logic_types.png
(3 px per um)
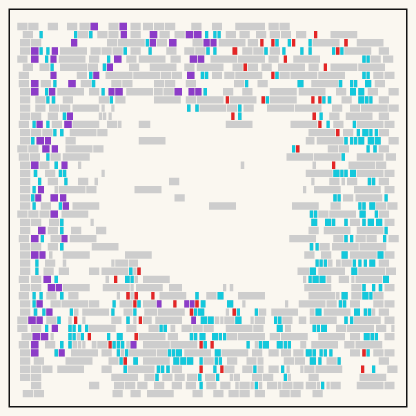
metal_density.png
(3 px per um) The die is cut into 26 by 26 equal tiles; white is low, dark blue is high, scaled to the fullest tile. Values are wire area over tile area, all layers added.
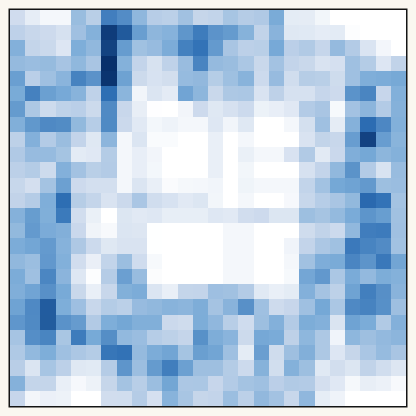
congestion.png
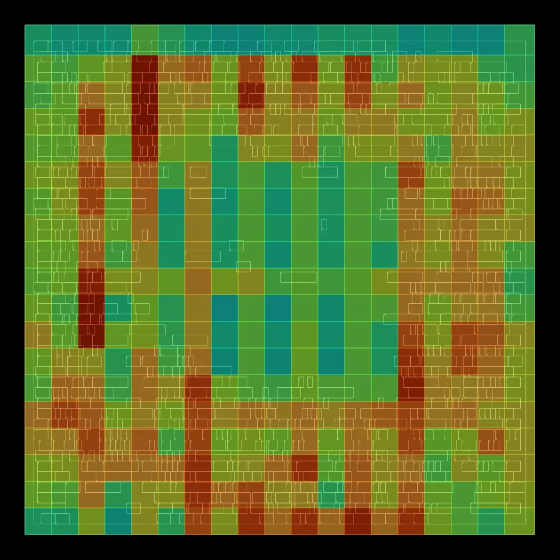
clk_routes.png
(4 px per um)
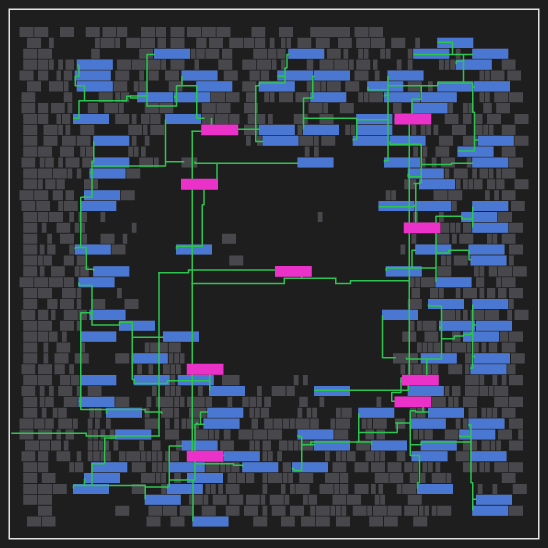
io_fan.png
(4 px per um)
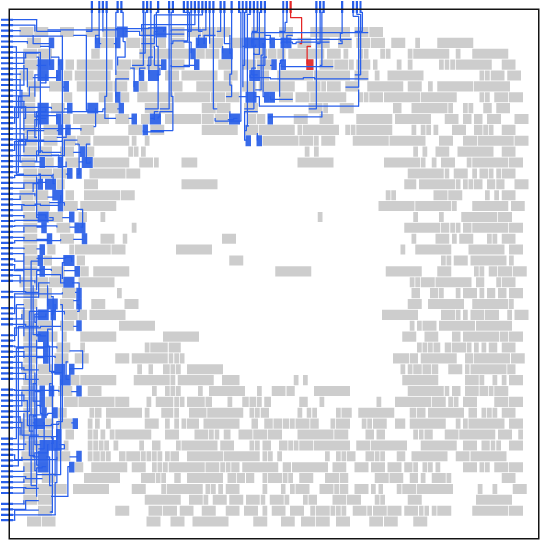
**src/rtl/apb_pkg.sv**
```systemverilog
// apb_pkg: shared types for the multi-slave APB bridge.
//   apb_state_e : bridge FSM states
//   apb_req_t   : request record (default 32-bit configuration)
//   apb_rsp_t   : response record (default 32-bit configuration)
// The bridge re-declares width-parameterised copies of the records internally,
// so that non-default ADDR_W/DATA_W builds stay consistent.
package apb_pkg;

    localparam int APB_ADDR_W = 32;
    localparam int APB_DATA_W = 32;
    localparam int APB_STRB_W = APB_DATA_W / 8;

    typedef enum logic [1:0] {
        IDLE   = 2'd0,
        SETUP  = 2'd1,
        ACCESS = 2'd2,
        DERR   = 2'd3
    } apb_state_e;

    typedef struct packed {
        logic                  wr;
        logic [APB_ADDR_W-1:0] addr;
        logic [APB_DATA_W-1:0] wdata;
        logic [APB_STRB_W-1:0] strb;
    } apb_req_t;

    typedef struct packed {
        logic [APB_DATA_W-1:0] rdata;
        logic                  err;
    } apb_rsp_t;

endpackage

```
**src/rtl/apb_addr_decode.sv**
```systemverilog
// apb_addr_decode: combinational request-address decoder.
//   i_addr : byte address of the incoming request
//   o_idx  : slave index, i_addr[SLV_AW +: SEL_W]
//   o_hit  : 1 when every address bit above the slave-index field is zero
module apb_addr_decode #(
    parameter int ADDR_W = 32,
    parameter int NSLV   = 4,
    parameter int SLV_AW = 8
) (
    input  logic [ADDR_W-1:0]       i_addr,
    output logic [$clog2(NSLV)-1:0] o_idx,
    output logic                    o_hit
);

    localparam int SEL_W = $clog2(NSLV);
    localparam int TOP   = SLV_AW + SEL_W;

    assign o_idx = i_addr[SLV_AW +: SEL_W];

    generate
        if (ADDR_W > TOP) begin : g_upper
            assign o_hit = ~|i_addr[ADDR_W-1:TOP];
        end else begin : g_no_upper
            assign o_hit = 1'b1;
        end
    endgenerate

    // Offset bits inside a slave region do not take part in the decode.
    logic w_unused_offset;
    assign w_unused_offset = ^i_addr[SLV_AW-1:0];

endmodule

```
**src/rtl/apb_multi_bridge.sv**
```systemverilog
// apb_multi_bridge: request/response master port to an APB4 bus with NSLV slaves.
//   clk, rst                         : clock, async active-high reset
//   req_valid/ready, req_wr/addr/
//   req_wdata/strb                   : request handshake and payload
//   rsp_valid, rsp_rdata, rsp_err    : registered one-cycle response
//   paddr, psel, penable, pwrite,
//   pwdata, pstrb                    : APB master outputs (psel one-hot)
//   prdata, pready, pslverr          : per-slave APB returns, slave i at index i
module apb_multi_bridge
    import apb_pkg::*;
#(
    parameter int ADDR_W  = 32,
    parameter int DATA_W  = 32,
    parameter int NSLV    = 4,
    parameter int SLV_AW  = 8,
    parameter int TIMEOUT = 16
) (
    input  logic                   clk,
    input  logic                   rst,
    input  logic                   req_valid,
    output logic                   req_ready,
    input  logic                   req_wr,
    input  logic [ADDR_W-1:0]      req_addr,
    input  logic [DATA_W-1:0]      req_wdata,
    input  logic [DATA_W/8-1:0]    req_strb,
    output logic                   rsp_valid,
    output logic [DATA_W-1:0]      rsp_rdata,
    output logic                   rsp_err,
    output logic [ADDR_W-1:0]      paddr,
    output logic [NSLV-1:0]        psel,
    output logic                   penable,
    output logic                   pwrite,
    output logic [DATA_W-1:0]      pwdata,
    output logic [DATA_W/8-1:0]    pstrb,
    input  logic [NSLV*DATA_W-1:0] prdata,
    input  logic [NSLV-1:0]        pready,
    input  logic [NSLV-1:0]        pslverr
);

    localparam int STRB_W = DATA_W / 8;
    localparam int SEL_W  = $clog2(NSLV);
    localparam int CNT_W  = (TIMEOUT > 1) ? $clog2(TIMEOUT + 1) : 1;

    typedef struct packed {
        logic              wr;
        logic [ADDR_W-1:0] addr;
        logic [DATA_W-1:0] wdata;
        logic [STRB_W-1:0] strb;
    } req_t;

    typedef struct packed {
        logic [DATA_W-1:0] rdata;
        logic              err;
    } rsp_t;

    apb_state_e r_state, w_next;
    req_t       r_req;
    logic [SEL_W-1:0] r_idx;
    logic [CNT_W-1:0] r_cnt;
    logic       r_rsp_valid;
    rsp_t       r_rsp;

    logic [SEL_W-1:0] w_dec_idx;
    logic             w_dec_hit;
    logic             w_sel_act;
    logic             w_acc;
    logic             w_in_access;
    logic             w_done;
    logic             w_tmo;
    logic             w_sel_ready;
    logic             w_sel_err;
    logic [DATA_W-1:0] w_sel_rdata;
    logic [NSLV-1:0][DATA_W-1:0] w_prdata_arr;

    apb_addr_decode #(
        .ADDR_W (ADDR_W),
        .NSLV   (NSLV),
        .SLV_AW (SLV_AW)
    ) u_dec (
        .i_addr (req_addr),
        .o_idx  (w_dec_idx),
        .o_hit  (w_dec_hit)
    );

    // Only the addressed slave's returns are ever looked at.
    assign w_prdata_arr = prdata;
    assign w_sel_ready  = pready[r_idx];
    assign w_sel_err    = pslverr[r_idx];
    assign w_sel_rdata  = w_prdata_arr[r_idx];

    assign w_in_access = (r_state == ACCESS);
    assign w_done      = w_in_access && w_sel_ready;
    // r_cnt holds the stalled ACCESS cycles already seen; this cycle would be
    // number TIMEOUT. A ready in the same cycle takes priority (w_done).
    assign w_tmo       = (TIMEOUT != 0) && w_in_access && !w_sel_ready &&
                         (r_cnt == CNT_W'(TIMEOUT - 1));
    assign w_acc       = req_valid && req_ready;

    // ---------------- FSM: state register ----------------
    always_ff @(posedge clk or posedge rst) begin
        if (rst) r_state <= IDLE;
        else     r_state <= w_next;
    end

    // ---------------- FSM: next state ----------------
    always_comb begin
        w_next = r_state;
        case (r_state)
            IDLE, DERR: begin
                if (!w_acc)         w_next = IDLE;
                else if (w_dec_hit) w_next = SETUP;
                else                w_next = DERR;
            end
            SETUP: w_next = ACCESS;
            ACCESS: begin
                if (w_done) begin
                    if (!w_acc)         w_next = IDLE;
                    else if (w_dec_hit) w_next = SETUP;
                    else                w_next = DERR;
                end else if (w_tmo) begin
                    w_next = IDLE;
                end
            end
            default: w_next = IDLE;
        endcase
    end

    // ---------------- FSM: outputs ----------------
    // Decoded from the state register only, so an async reset drops psel and
    // penable immediately.
    always_comb begin
        req_ready = 1'b0;
        w_sel_act = 1'b0;
        penable   = 1'b0;
        case (r_state)
            IDLE, DERR: req_ready = 1'b1;
            SETUP:      w_sel_act = 1'b1;
            ACCESS: begin
                w_sel_act = 1'b1;
                penable   = 1'b1;
                req_ready = w_sel_ready;
            end
            default: ;
        endcase
    end

    generate
        for (genvar g = 0; g < NSLV; g++) begin : g_psel
            assign psel[g] = w_sel_act && (r_idx == SEL_W'(g));
        end
    endgenerate

    // ---------------- request latch ----------------
    // Updated only on an accepted, decodable request, so the APB payload is
    // stable through SETUP/ACCESS and holds its last value otherwise.
    always_ff @(posedge clk or posedge rst) begin
        if (rst) begin
            r_req <= '0;
            r_idx <= '0;
        end else if (w_acc && w_dec_hit) begin
            r_req.wr    <= req_wr;
            r_req.addr  <= req_addr;
            r_req.wdata <= req_wdata;
            r_req.strb  <= req_wr ? req_strb : '0;
            r_idx       <= w_dec_idx;
        end
    end

    // ---------------- wait-state counter ----------------
    always_ff @(posedge clk or posedge rst) begin
        if (rst)                             r_cnt <= '0;
        else if (w_in_access && !w_sel_ready) r_cnt <= r_cnt + 1'b1;
        else                                 r_cnt <= '0;
    end

    // ---------------- response ----------------
    always_ff @(posedge clk or posedge rst) begin
        if (rst) begin
            r_rsp_valid <= 1'b0;
            r_rsp       <= '0;
        end else begin
            r_rsp_valid <= w_done || w_tmo || (r_state == DERR);
            r_rsp.err   <= w_done ? w_sel_err : (w_tmo || (r_state == DERR));
            r_rsp.rdata <= (w_done && !r_req.wr && !w_sel_err) ? w_sel_rdata : '0;
        end
    end

    assign paddr     = r_req.addr;
    assign pwrite    = r_req.wr;
    assign pwdata    = r_req.wdata;
    assign pstrb     = r_req.strb;
    assign rsp_valid = r_rsp_valid;
    assign rsp_rdata = r_rsp.rdata;
    assign rsp_err   = r_rsp.err;

endmodule
```
**config.mk**
```make
export PLATFORM = sky130hd
export DESIGN_NAME = apb_multi_bridge
export DESIGN_NICKNAME = d
export VERILOG_FILES = /design/src/rtl/apb_pkg.sv /design/src/rtl/apb_addr_decode.sv /design/src/rtl/apb_multi_bridge.sv
export SDC_FILE = /design/constraint.sdc
export NUM_CORES = 1
export LEC_CHECK = 0
export ABC_AREA = 1
export CAP_MARGIN = 20
export CORE_MARGIN = 2
export CORE_UTILIZATION = 30
export CTS_CLUSTER_DIAMETER = 60
export DETAILED_ROUTE_END_ITERATION = 8
export GPL_TIMING_DRIVEN = 0
export PLACE_DENSITY = 0.79
export RECOVER_POWER = 100
export SLEW_MARGIN = 20
export SYNTH_ARGS = -nofsm -noshare
export SYNTH_HDL_FRONTEND = slang
export SYNTH_SLANG_ARGS = --single-unit
```
**constraint.sdc**
```tcl
create_clock -name clk -period 4.6 [get_ports clk]
set_clock_uncertainty 0.15 [all_clocks]
set_input_delay 0.46 -clock clk [delete_from_list [all_inputs] [get_ports clk]]
set_output_delay 0.46 -clock clk [all_outputs]
set_load 0.05 [all_outputs]
```
==> job_summary.md <==
## PnR job results

| Metric | Value |
|---|---|
| Pin count of the biggest net entering global routing | 58 |
| R2R cell count | 13 |
| Max-cap check violation count | 1 |
| Adder Area Share | 0.0127 |
| Power, Total | about 2.6 mW |
| Dpl ws | 1290 ps |
| Critical path origin | paddr[8]$_DFFE_PP0P_ |
| Inst Count DP | approximately 1,100 |
| Total core area | between 0.015 and 0.02 mm2 |
| Met1 global-route usage | 0.250 |
| H-tree levels | 3 |
| Top cells by area | dfrtp_1 56%, nand2_1 16%, nand4_1 6.2% |
| Number of placed I/O pins | 317 |
| Flop pwr share | 0.396 |
| Clock-cell share | 0.0337 |
| Worst setup EP type | primary output |
| Outcome | finished with violations |
| Setup_tns | 0 ps |
| Cells after synthesis | about 560 |
| Failing checks | capacitance limit, slew limit |
| NetSw | 892 uW |
| DRC violations left | 0 |
| N_taps | between 200 and 250 |
| Net Sw Frac | 0.346 |
| DRT Pass-1 Iters | 4 |
| Worst R2R End | paddr[19]$_DFFE_PP0P_ |
| Cell Pwr Density | between 200 and 300 mW/mm2 |
| # hold bufs at CTS | 0 |
| Num CTS Buffers | 9 |
| Final wirelength | about 18,000 um |
| Seq/total area | 0.320 |
| Fill cell count | 1,490 |
| Critical Path Slowest Stage Cell | dlygate4sd3_1 |
| Die X | around 130 um |
| Fin. max-slew vios | 54 |
| Root Driver | clkbuf_16 |
| Top logic family | simple AND/OR/NAND/NOR gates |
| Internal | approximately 1.7 mW |
| CLK BUF | 9 |
| Arr. time, crit path | between 3000 and 4000 ps |
| Ao+oa area frac | 0.0957 |
Back to the opening pictures, logic_types.png:
- inv cells: red (cells 43; most used inv_1)
- nand cells: cyan (cells 264; most used nand2_1; where spread over the die)
- aoi and oai cells: purple (cells 69; most used a31oi_1)

Back to the opening pictures, metal_density.png:
- emptiest ninth of the die: centre
- mean over tiles: 0.17
- densest ninth of the die: north-west
- fullest tile: 0.55

Back to the opening pictures, congestion.png:
GR met2 Demand/Resource: 0.372
met3 usage: 0.0377
gr usage total: 0.209

Back to the opening pictures, clk_routes.png:
- flip-flops: blue (count 110)
- clock drivers: magenta (count 9)
- clock wires: green (length 1,360 um)
- routed clock nets: 10
- flops lie: spread over the die
clk_lat worst skew: 350 ps
Clock power frac: 0.297
Clk. pwr: 768 uW

Back to the opening pictures, io_fan.png:
- rst: red (bits 1; direction input; edge north; end cells 1; buffers 1; wire 16.6 um)
- prdata: blue (bits 128; direction input; edge 87 west, 41 north; end cells 96; buffers 128; wire 2,630 um)

[sequential cells by signal, summed over array words and instances (netlist names)]
signal and flops:
paddr 32, pstrb 4, pwdata 32, pwrite 1, r_cnt 5, r_state 2, rsp_err 1, rsp_rdata 32
rsp_valid 1
[cells in the final DEF, fill, tap and decap left out, drive strengths merged]
| master | count |
|---|---|
| nand3 | 3 |
| nor2 | 25 |
| nand2 | 211 |
| clkdlybuf4s50 | 205 |
| inv | 37 |
| a31oi | 33 |
| or2 | 3 |
| a22oi | 32 |
| diode | 1 |
| and2 | 1 |
| clkinvlp | 2 |
| ha | 5 |
| xor2 | 1 |
| o21ai | 3 |
| clkinv | 11 |
| clkbuf | 42 |
| dlygate4sd3 | 110 |
| a21oi | 1 |
| nand4 | 50 |
| buf | 8 |
| dfrtp | 110 |
| nor3 | 3 |
Power and IR drop assume default switching activity.
